[src/rtl/cordic_iter_engine.sv]
// Iterative CORDIC engine: one micro-rotation per clock, rotation or vectoring mode.
// Results carry the CORDIC gain K; the arctan increment comes from an external ROM indexed by iter.
module cordic_iter_engine #(
    parameter int WIDTH = 16,
    parameter int ITERS = 16
) (
    input  logic                    clk,
    input  logic                    rst_n,
    input  logic                    in_valid,
    output logic                    in_ready,
    input  logic                    mode,
    input  logic signed [WIDTH-1:0] x_in,
    input  logic signed [WIDTH-1:0] y_in,
    input  logic signed [17:0]      z_in,
    output logic [4:0]              iter,
    input  logic [15:0]             gamma,
    output logic                    out_valid,
    input  logic                    out_ready,
    output logic signed [WIDTH+1:0] x_out,
    output logic signed [WIDTH+1:0] y_out,
    output logic signed [17:0]      z_out
);

    localparam int XW = WIDTH + 2;
    localparam logic [1:0] S_IDLE = 2'd0;
    localparam logic [1:0] S_RUN  = 2'd1;
    localparam logic [1:0] S_DONE = 2'd2;
    localparam logic [4:0] LAST_ITER = 5'(ITERS - 1);

    logic [1:0]           r_state;
    logic                 r_mode;
    logic [4:0]           r_iter;
    logic signed [XW-1:0] r_x;
    logic signed [XW-1:0] r_y;
    logic signed [17:0]   r_z;

    logic signed [XW-1:0] w_x_sh;
    logic signed [XW-1:0] w_y_sh;
    logic signed [17:0]   w_gamma_ext;
    logic                 w_dir_pos;
    logic signed [XW-1:0] w_x_next;
    logic signed [XW-1:0] w_y_next;
    logic signed [17:0]   w_z_next;

    // d = +1 drives z toward zero in rotation mode and y toward zero in vectoring mode
    assign w_dir_pos   = r_mode ? r_y[XW-1] : ~r_z[17];
    assign w_x_sh      = r_x >>> r_iter;
    assign w_y_sh      = r_y >>> r_iter;
    assign w_gamma_ext = $signed({2'b00, gamma});

    assign w_x_next = w_dir_pos ? (r_x - w_y_sh) : (r_x + w_y_sh);
    assign w_y_next = w_dir_pos ? (r_y + w_x_sh) : (r_y - w_x_sh);
    assign w_z_next = w_dir_pos ? (r_z - w_gamma_ext) : (r_z + w_gamma_ext);

    always_ff @(posedge clk or negedge rst_n) begin
        if (!rst_n) begin
            r_state <= S_IDLE;
            r_mode  <= 1'b0;
            r_iter  <= 5'd0;
            r_x     <= '0;
            r_y     <= '0;
            r_z     <= '0;
        end else begin
            case (r_state)
                S_IDLE: begin
                    if (in_valid) begin
                        r_x     <= {{2{x_in[WIDTH-1]}}, x_in};
                        r_y     <= {{2{y_in[WIDTH-1]}}, y_in};
                        r_z     <= z_in;
                        r_mode  <= mode;
                        r_iter  <= 5'd0;
                        r_state <= S_RUN;
                    end
                end
                S_RUN: begin
                    r_x <= w_x_next;
                    r_y <= w_y_next;
                    r_z <= w_z_next;
                    if (r_iter == LAST_ITER) begin
                        r_iter  <= 5'd0;
                        r_state <= S_DONE;
                    end else begin
                        r_iter <= r_iter + 5'd1;
                    end
                end
                S_DONE: begin
                    if (out_ready) begin
                        r_state <= S_IDLE;
                    end
                end
                default: begin
                    r_state <= S_IDLE;
                end
            endcase
        end
    end

    assign in_ready  = (r_state == S_IDLE);
    assign out_valid = (r_state == S_DONE);
    assign iter      = r_iter;
    assign x_out     = r_x;
    assign y_out     = r_y;
    assign z_out     = r_z;

endmodule

[config.mk]
export PLATFORM = sky130hd
export DESIGN_NAME = cordic_iter_engine
export DESIGN_NICKNAME = d
export VERILOG_FILES = /design/src/rtl/cordic_iter_engine.sv
export SDC_FILE = /design/constraint.sdc
export NUM_CORES = 1
export LEC_CHECK = 0
export CAP_MARGIN = 20
export CORE_UTILIZATION = 45
export DETAILED_ROUTE_END_ITERATION = 6
export MAX_ROUTING_LAYER = met4
export PLACE_DENSITY = 0.71
export SLEW_MARGIN = 20
export SYNTH_ARGS = -nofsm -noshare
export SYNTH_HDL_FRONTEND = slang
export SYNTH_SLANG_ARGS = --single-unit
export TNS_END_PERCENT = 1
[constraint.sdc]
create_clock -name clk -period 5.1 [get_ports clk]
set_clock_uncertainty 0.2 [all_clocks]
set_input_delay 0.51 -clock clk [delete_from_list [all_inputs] [get_ports clk]]
set_output_delay 0.51 -clock clk [all_outputs]
set_load 0.01 [all_outputs]
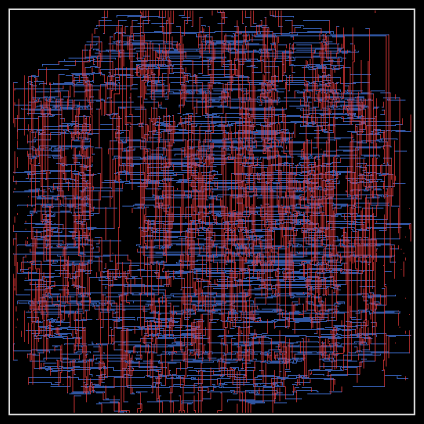
(images/layers.png)
Scale: 3 px per um. Only two layers are drawn.
Red marks M2, wire length 12500 um. Blue marks M1, wire length 11800 um.

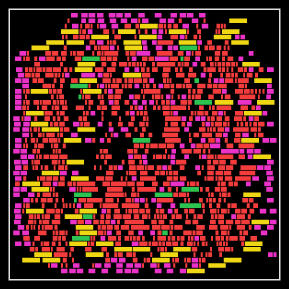
(images/class_map.png)
Scale: 2 px per um.
Green marks clock drivers and dummy loads, cells 16, share of their area 2.9%. Magenta marks remaining buffers and delay cells, cells 242, share of their area 22%. Red marks remaining logic cells, cells 859, share of their area 60%. Yellow marks registers, cells 62, share of their area 15%.

==> results.cfg <==
; generated from flow reports
[status]
status = finished clean

[clock_network]
htree_levels = 3
clock_latency_ns = 0.35
cts_setup_buffers = 0
cts.sinks = 62

[place]
place_ws_ns = -0.07967

[synthesis]
fp_nets = 1103
syn_area_per_cell_sq_um = 8.119
top_cell_area_share_pct = 19.62
mux_share_pct = 13.18
top_cell = nand2_1
synth-async-reset-ratio_pct = 100.0
numSynthFlops = 62
xor_area_share_pct = 9.810
netlist_instances = 974
ys_sh_adder_pct = 9.462

[global_routing]
grt_max_degree = 63
use_met1_pct = 39.93
grt_pass1_wl_um = 41820
top_usage_layer = met2
overflow = 0

[drt]
routed_wl_um = 26730
ant_nets = 0
drc = 0
wl_per_cell_um = 19.04
wl_met1_um = 11790
routed-wl-met3_um = 1896

[timing]
rsz0062_at_grt = true
finalMaxSlewViolations = 0

[finish]
syn_to_final_growth_pct = 34.15
lay_top_cells = clkdlybuf4s50_1, nand2_1, buf_4
n_fill_cell = 1536
clkbuf_count = 10
drive_gt1_share_pct = 18.58
nets = 1303
diodes = 0

[setup_path]
path_cells = mux4_2 -> mux2_2 -> mux4_2 -> inv_2 -> ha_4 -> nor2_1 -> xor2_1 -> ha_1 -> a21o_1 -> a21o_1 -> a2111oi_4 -> buf_4 -> o31ai_2 -> o41ai_1 -> buf_4 -> o2111ai_1 -> a21oi_1 -> xor2_1 -> o21ai_0
timing_worst_setup_path_type = register to register
critical-path-top-delay-family = AND-OR/OR-AND gates
path_max_fanout = 4
cp.depth = 19
reg2reg_setup_slack_ns = 0.16
end_kind = register
crit_arrival_ns = 4.94
endpoint = x_out[16]$_DFFE_PN0P_

[die]
fp_util_pct = 45.88
die_w_um = 134.6
chipArea_sq_mm = 0.01811
ios = 132

[hold_path]
hold_path_class = primary input to asynchronous set/reset pin

[run]
log.warning_count = 27
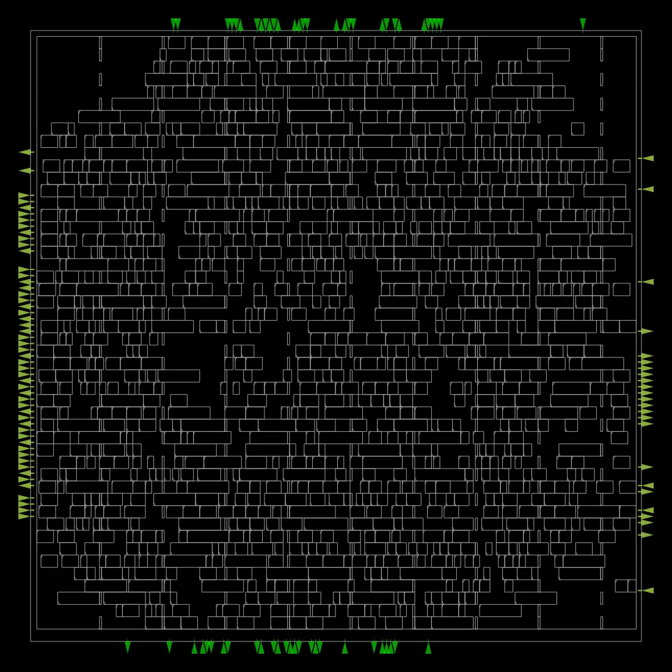
(images/placed.png)
Core Util, Final: 61.54%
sequential cell area share: 14.66%

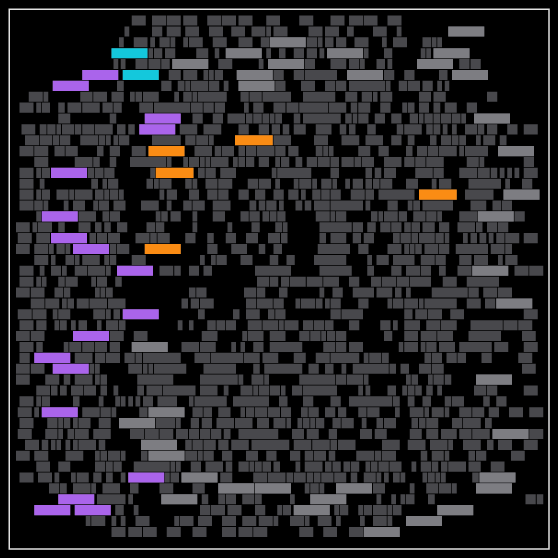
(images/ff_map.png)
Scale: 4 px per um. Other sequential cells in the stronger grey, the rest of the logic in the fainter grey.
Purple marks z_out, sequential cells 18. Cyan marks r_state, sequential cells 2. Orange marks iter, sequential cells 5.
Another 37 sequential cells are not coloured.

